===== config.mk =====
export PLATFORM = sky130hd
export DESIGN_NAME = reg_file_ckpt
export DESIGN_NICKNAME = d
export VERILOG_FILES = /design/src/rtl/reg_file_ckpt.sv
export SDC_FILE = /design/constraint.sdc
export NUM_CORES = 1
export LEC_CHECK = 0
export CAP_MARGIN = 20
export CORE_ASPECT_RATIO = 0.6
export CORE_MARGIN = 8
export CORE_UTILIZATION = 47
export CTS_CLUSTER_SIZE = 14
export DETAILED_ROUTE_END_ITERATION = 8
export PLACE_DENSITY = 0.74
export SYNTH_ARGS = -nofsm -noshare
export SYNTH_HDL_FRONTEND = slang
export SYNTH_SLANG_ARGS = --single-unit

===== constraint.sdc =====
create_clock -name clk -period 7.9 [get_ports clk]
set_input_delay 2.37 -clock clk [delete_from_list [all_inputs] [get_ports clk]]
set_output_delay 2.37 -clock clk [all_outputs]
set_load 0.1 [all_outputs]

===== src/rtl/reg_file_ckpt.sv =====
// reg_file_ckpt: 1W/2R register file with fixed taps, optional write forwarding,
// a shadow bank for single-cycle save/restore/swap, and a per-register dirty map.
module reg_file_ckpt #(
   parameter int W      = 8,
   parameter int AW     = 3,
   parameter int BYPASS = 1,
   parameter int TAP_A  = 0,
   parameter int TAP_B  = 1
) (
   input  logic              clk,
   input  logic              reset,
   input  logic              wr_en,
   input  logic [AW-1:0]     wr_addr,
   input  logic [W-1:0]      dat_in,
   input  logic [AW-1:0]     rd_addrA,
   input  logic [AW-1:0]     rd_addrB,
   input  logic              save,
   input  logic              restore,
   output logic [W-1:0]      datA_out,
   output logic [W-1:0]      datB_out,
   output logic [W-1:0]      tap_a_out,
   output logic [W-1:0]      tap_b_out,
   output logic [2**AW-1:0]  dirty,
   output logic              any_dirty
);
   localparam int N = 2**AW;
   localparam logic [AW-1:0] TA = AW'(TAP_A);
   localparam logic [AW-1:0] TB = AW'(TAP_B);
   logic [W-1:0] core_q [N];
   logic [W-1:0] core_d [N];
   logic [W-1:0] shad_q [N];
   logic [W-1:0] shad_d [N];
   logic [N-1:0] dirty_q, dirty_d;
   logic         fwd_ok, fwd_a, fwd_b;
   // shadow always captures pre-write core; restore (incl. swap) drops the write
   always_comb begin
      core_d  = core_q;
      shad_d  = shad_q;
      dirty_d = (save || restore) ? '0 : dirty_q;
      if (save) shad_d = core_q;
      if (restore) core_d = shad_q;
      else if (wr_en) begin
         core_d[wr_addr]  = dat_in;
         dirty_d[wr_addr] = 1'b1;
      end
   end
   always_ff @(posedge clk) begin
      if (reset) begin
         for (int i = 0; i < N; i++) begin
            core_q[i] <= '0;
            shad_q[i] <= '0;
         end
         dirty_q <= '0;
      end else begin
         core_q  <= core_d;
         shad_q  <= shad_d;
         dirty_q <= dirty_d;
      end
   end
   assign fwd_ok    = (BYPASS != 0) && wr_en && !reset && !restore;
   assign fwd_a     = fwd_ok && (rd_addrA == wr_addr);
   assign fwd_b     = fwd_ok && (rd_addrB == wr_addr);
   assign datA_out  = fwd_a ? dat_in : core_q[rd_addrA];
   assign datB_out  = fwd_b ? dat_in : core_q[rd_addrB];
   assign tap_a_out = core_q[TA];
   assign tap_b_out = core_q[TB];
   assign dirty     = dirty_q;
   assign any_dirty = |dirty_q;
endmodule


**Run 1: power grid**

Pins as bars on the die edge. Tap cells in gray.
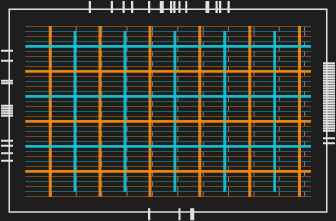
| color | net |
|---|---|
| cyan | VDD |
| orange | VSS |
met5 straps: 6
met4 straps: 11
Max VDD drop: 0.176 mV
Die Wd: 172 µm
die height: 110 µm
Core ar.: 14,400 µm²

**Run 1: cell classes on the final placement**

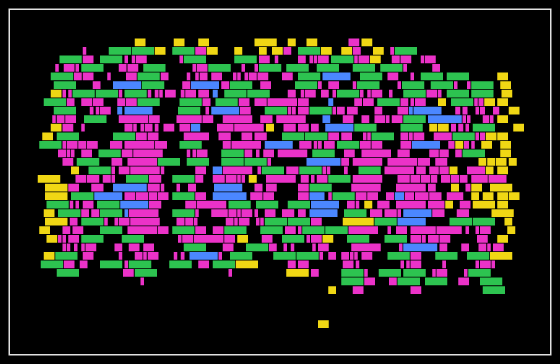
| color | class | cells |
|---|---|---|
| magenta | all other logic | 423 |
| blue | clock drivers and dummy loads | 32 |
| yellow | other buffers and delay cells | 77 |
| green | flops | 136 |

==> commit_impl_results.txt, run 1 <==
Update PnR metrics after Yosys + OpenROAD run

- Most common logic cells in the final layout: dfxtp_1, nor2_1, mux2i_1, a211oi_1, clkdlybuf4s50_1
- Initial cell density of the core: 47.7%
- Buffers from clock root to sink, at most: 2
- Across all hold checks on the routed design, the worst slack comes to 0.489 ns.
* Source-to-sink clock delay at the later pin of the worst-skew pair: 0.42 ns
* Critical path depth: 6
- In the final design, more cell area goes to combinational gates than to any other class.
- Per the post-place timing report, worst setup slack is 0.717 ns.
- STA classifies the critical path endpoint as an output pin.
- Most frequent cell on the critical path: buf_4
- Worst slew margin relative to its limit: 31.1%
- Vias after detailed routing: 5,111
* Number of hold violations in the final report: 0
- The number of cells on the worst hold path is listed as 2.
* Final Instance Count excl. Fillers: 866
- Pin count of the biggest net entering global routing: 69
- Worst R2R Setup Slack: 6.93 ns
- Signal buffers share of area: 10.3%
* Max-capacitance violation count: 0
- Routed WL per cell: 20.5 µm
* Dominant cell by count in the synthesized netlist: dfxtp_1
* Count of warnings emitted by yosys: 0
- Per the OpenROAD floorplan log, the area of the die is 18,800 µm².
- Non-clock inverter count: 2
- Per the final report, max-transition violations number 0.
- Simple logic cell fraction of the synthesized area: 9.20%
* Placed Cells incl. Taps: 833
- RePlAce ended its routability-driven mode at a weighted congestion of 0.833.
- Dominant comb cell: multiplexers
* Most used DFF post-synth: dfxtp_1
- The cell sitting at the root of the clock tree is a clkbuf_16.
* Result of the run: completed
- Number of standard cells after synthesis: 640
- Crit-path max FO: 12
* Global-route wire length before repair: 27.6 mm
- Buf/Inv on CP: 3
* Setup Fix Bufs, Post-CTS: 0
- Non-clock buffers in the final layout number 77.
- Data on the critical path is required at its endpoint by 5.53 ns.
- Sum of negative setup slack: 0 ns
- Largest type area fraction: 39.7%
* Critical path's largest stage delay: 0.97 ns
* Number of nets at floorplan: 662
* NumNets Final: 677
* Fraction of area in clock buffers and inverters: 7.89%
- In the final layout, flip-flops and latches occupy 2720 µm².
- Setup repair after global routing missed its margin: no
- Clock sink count: 136
- Fraction of standard cell area that is sequential: 33.3%
- The layout stage reports a final design area of 8180 µm².
- Ratio of final minimum period to clock period: 91.5%
- The wire-length estimate of the detail-placed layout is 11.4 mm.
- The synthesis report lists the most area-consuming cells as dfxtp_1, mux2i_1, mux4_1.
- Standby leakage power: 3.47 nW
- Mux share of post-synthesis cell area: 36.2%
- In the post-route report, total wirelength is listed as 17.7 mm.
- Clock slew seen by the registers of the worst setup and hold paths: 0.06 ns
* Initial antenna violation count: 1
- EDFF count, synth: 0
- Worst-case hold path end point: dirty[6]$_SDFF_PP0_
- Post-Synthesis Mean Instance Area: 10.7 µm²
- For this run, the share of the core covered by cells in the final layout is 56.9%.
- TritonCTS built the clock tree.
- Logic cell area: 3710 µm²
- During tapcell insertion the tool placed 198 well taps.
- Logic share of the area: 45.4%
- In this run the layout overhead on the synthesized area is reported as 19.3%.
- Per STA, the worst path is made up of clkdlybuf4s50_1 > buf_4 > xnor2_1 > nand4_2 > mux2_2 > buf_4.
- Startpoint of the most critical hold path: dirty[6]$_SDFF_PP0_
- Multi-input combinational cells in the finished layout were counted as 421.
- Total power divided by cell area: 238 nW/µm²
- For reference, compound AND-OR and OR-AND cells occupy 7.59% of the area reported after synthesis.
* Adders+Majority by Area: 0%
- Total Power Consumption: 1.95 mW
- Number of top-level pins: 63
- Number of buffers inserted during clock tree synthesis: 17
- Post-synthesis cell area: 6860 µm²
- The global route stage reports its total congestion overflow as 0.
* Via-to-Cell Ratio: 5.90
* Residual antenna-violating net count after detailed routing: 0
- Input and output buffers added on the ports amount to 62.
* Kind of cell with the highest combined delay on the critical path: buffers and inverters
* # hold bufs at CTS: 0
* Setup slack of the critical path after layout: 0.674 ns
- After layout, the setup clock skew is reported as 0.00650 ns.
- Per the Yosys statistics, synthesis produced 640 cells.
- Slowest library cell on the worst path: clkdlybuf4s50_1
- Flip-flops: 136
- In this run, synthesis produced a sequential element count of 136.
- Timing endpoint of the critical path: datA_out[3]
* Standard-cell rows: 34
* Violation count after the first detailed-routing iteration: 317
- Post-CTS repair ended up resizing 0 cells.
- Per the final layout report, the fraction of cells sized above drive strength 1 comes to 15.9%.
- Looking at the max-slew report, the worst-margin pin has a slew of 1.03 ns.
- dfxtp_1 takes more of the synthesized area than any other cell.
* Number of diodes: 0
* Hold crit path type: reg -> reg
**Run 1: clock wires, drivers and flops**

Scale bar: 50 µm.
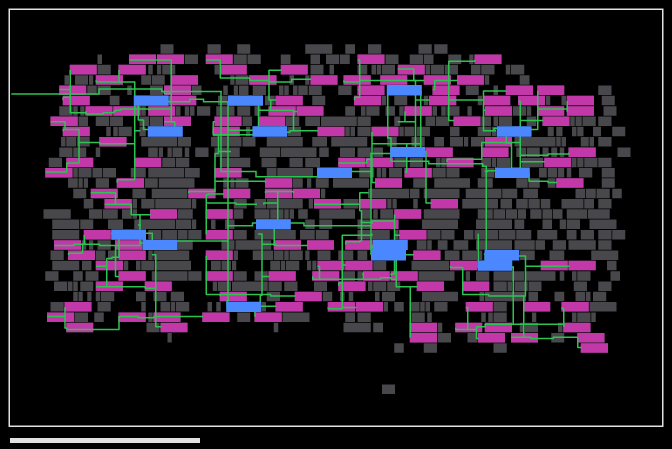
[green] clock wires | length: 1,710 µm
[blue] cells driving clock nets | count: 17
[magenta] flip-flops | count: 136
routed clock nets: 18

## run 1: registers in the layout (all words and copies together) (netlist names)
signal     cells
shad_q        64
core_q        48
dirty          8
tap_a_out      8
tap_b_out      8
## run 1: routing by layer
| metal | GRT usage (%) | routed length (µm) |
|---|---|---|
| met1 | 24.6 | 8100 |
| met2 | 30.0 | 8120 |
| met3 | 5.23 | 1230 |
| met4 | 6.67 | 272 |
| met5 | 0 | 13 |
## run 1: tightest hold or removal path: cells and delay by family, from the launching register on
kind	cells	cell delay, ns
AOI/OAI and AO/OA	1	0.05
DFF	1	0.32
and+or+nand+nor	1	0.06
## run 1: report_power, final
part	internal [mW]	switching, mW
clock network	0.568	0.302
registers	0.716	0.0266
logic	0.125	0.210
--- run 2 (diff from run 1) ---
--- a/config.mk
+++ b/config.mk
@@ -7,7 +7,7 @@
 export LEC_CHECK = 0
 export CAP_MARGIN = 20
 export CORE_ASPECT_RATIO = 0.6
-export CORE_MARGIN = 8
+export CORE_MARGIN = 4
 export CORE_UTILIZATION = 47
 export CTS_CLUSTER_SIZE = 14
 export DETAILED_ROUTE_END_ITERATION = 8
**Run 2: wiring by layer**

Scale bar: 50 µm.
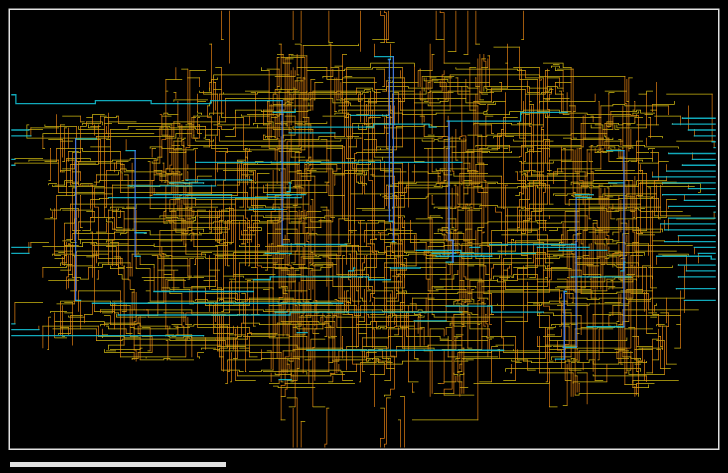
| color | layer | wire length |
|---|---|---|
| yellow | met1 | 7,700 µm |
| blue | met4 | 300 µm |
| cyan | met3 | 1,120 µm |
| orange | met2 | 7,980 µm |

==> run 2 against run 1 <==
Net effect:
- non-clock buffer count is 1 lower
- setup slack improved by 0.033 ns
- wire length fell by 3.6%
- clock skew up 0.0082 ns
- clock-buffer cell count is 2 lower
- design area decreased by 2.2%
- combinational power down 6%
- largest power group unchanged
- highest routed layer is now met4
==> commit_impl_results.txt, run 2 <==
Update PnR metrics after Yosys + OpenROAD run

- OpenSTA, run right after detailed placement, puts the worst setup slack at 0.739 ns.
* Most frequent cell on the critical path: mux2_2
- In this run the power spent charging and discharging nets is 540 µW.
- Per the final layout report, the fraction of cells sized above drive strength 1 comes to 16.0%.
- In this run, flip-flops and latches consume 39.7% of the power.
- Fraction of standard cell area that is sequential: 34.0%
- Net switching is 28.8% of the power.
* Combinational fraction of design power: 16.8%
- For the clock group, total power comes out at 814 µW.
- Adders+Majority by Area: 0%
* Critical path's largest stage delay: 0.94 ns
- Clock slew seen by the registers of the worst setup and hold paths: 0.06 ns
- Along the critical path, the tally of buffer and inverter instances is 2.
- Most used DFF post-synth: dfxtp_1
* Final Instance Count excl. Fillers: 859
- Counting endpoints that fail hold in the final report gives 0.
- The routed design shows a wire length per standard cell of 19.9 µm.
- Vias after detailed routing: 5,065
- Number of flip-flops in the largest register: 64
- The wire length recorded after detailed routing is 17.1 mm.
- Fraction of area in clock buffers and inverters: 7.65%
- Crit path DRT: 5.53 ns
- Core Util, Final: 57.3%
- Entering global routing, the biggest net connects 85 pins.
- Routability congestion estimate: 0.793
- Routing resource usage on met3 recorded by global route was 5.49%.
- For this run, the detailed router reports a per-instance via density of 5.90.
- EDFF count, synth: 0
- Number of standard cells after synthesis: 640
- According to the I/O placement log, the pin count is 63.
- For reference, the placement row count at floorplan is 33.
- During synthesis, Yosys emitted a total of 0 warnings.
* Post-Synthesis Mean Instance Area: 10.7 µm²
* Ratio of final minimum period to clock period: 91.1%
- The total overflow left after global routing is 0.
- Global routing consumed, on the met2 layer, 34.4% of the routing resources.
* Hold crit path type: reg -> reg
- Highest-utilization routing layer at the global route stage: met2
- Main area contributors: dfxtp_1, mux2i_1, mux4_1
* Initial antenna violation count: 0
* Total of cells resized after clock tree synthesis: 0
- Die Wd: 164 µm
* Power consumed by combinational cells: 315 µW
- Number of nets at floorplan: 662
* Mux share of post-synthesis cell area: 36.2%
* Setup slack of the critical path after layout: 0.706 ns
- The multi-input combinational cells in the finished layout cover a total of 3710 µm².
- Per the repair_timing log after CTS, setup buffers inserted total 0.
- The largest individual stage delay along the critical path comes from the cell clkdlybuf4s50_1.
- The detail route stage leaves a number of antenna-violating nets equal to 0.
- In the detailed route, the total length drawn on met3 is 1.12 mm.
* TritonCTS clock tree: yes
* Dominant cell by count in the synthesized netlist: dfxtp_1
* Largest type area fraction: 39.7%
- Cell area after layout: 8000 µm²
- The highest metal layer carrying signal wires in the routed design is met4.
- Signal buffers share of area: 8.82%
- Per the summary, power density relative to cell area is 234 nW/µm².
- The dominant power group in this design is clock.
- The script extracted a total leakage power of 3.41 nW.
* Die height: 102 µm
* Max VDD drop: 0.138 mV
- Kind of cell with the highest combined delay on the critical path: multiplexers
- Simple logic cell fraction of the synthesized area: 9.20%
- The flow ran to the end, and the final reports show no timing, DRC or antenna violations.
- Between clock sinks in the finished design, the worst skew comes to 0.0147 ns.
- Grouping non-sequential cells by family puts the most area in multiplexers.
- Number of buffers inserted during clock tree synthesis: 17
- Global routing consumed, on the met1 layer, 28.7% of the routing resources.
* Seq power: 745 µW
**Run 2: power grid**

Pins as bars on the die edge. Tap cells in gray.
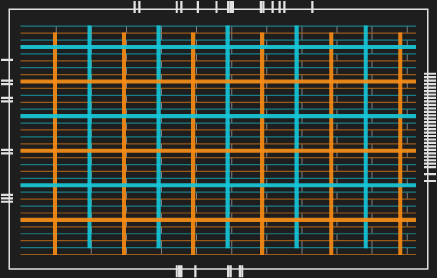
| color | net |
|---|---|
| cyan | VDD |
| orange | VSS |
tap cells: 192
met5 straps: 6
met4 straps: 11
rows: 33

-- run 2: cell counts after synthesis --
No cell type changed its count.
-- run 2: final timing paths --
| path | startpoint | to | slack (ns) | cells after the start |
|---|---|---|---|---|
| setup / recovery | rd_addrB[0] | datB_out[5] | 0.71 | 5 |
| hold / removal | shad_q[39]$_SDFFE_PP0P_ | core_q[39]$_SDFFE_PP0P_ | 0.49 | 2 |
| hold reg to reg | shad_q[39]$_SDFFE_PP0P_ | core_q[39]$_SDFFE_PP0P_ | 0.49 | 2 |
| setup reg to reg | tap_b_out[3]$_SDFFE_PP0P_ | tap_b_out[3]$_SDFFE_PP0P_ | 6.95 | 2 |
Power is estimated from default activity; no workload was simulated.
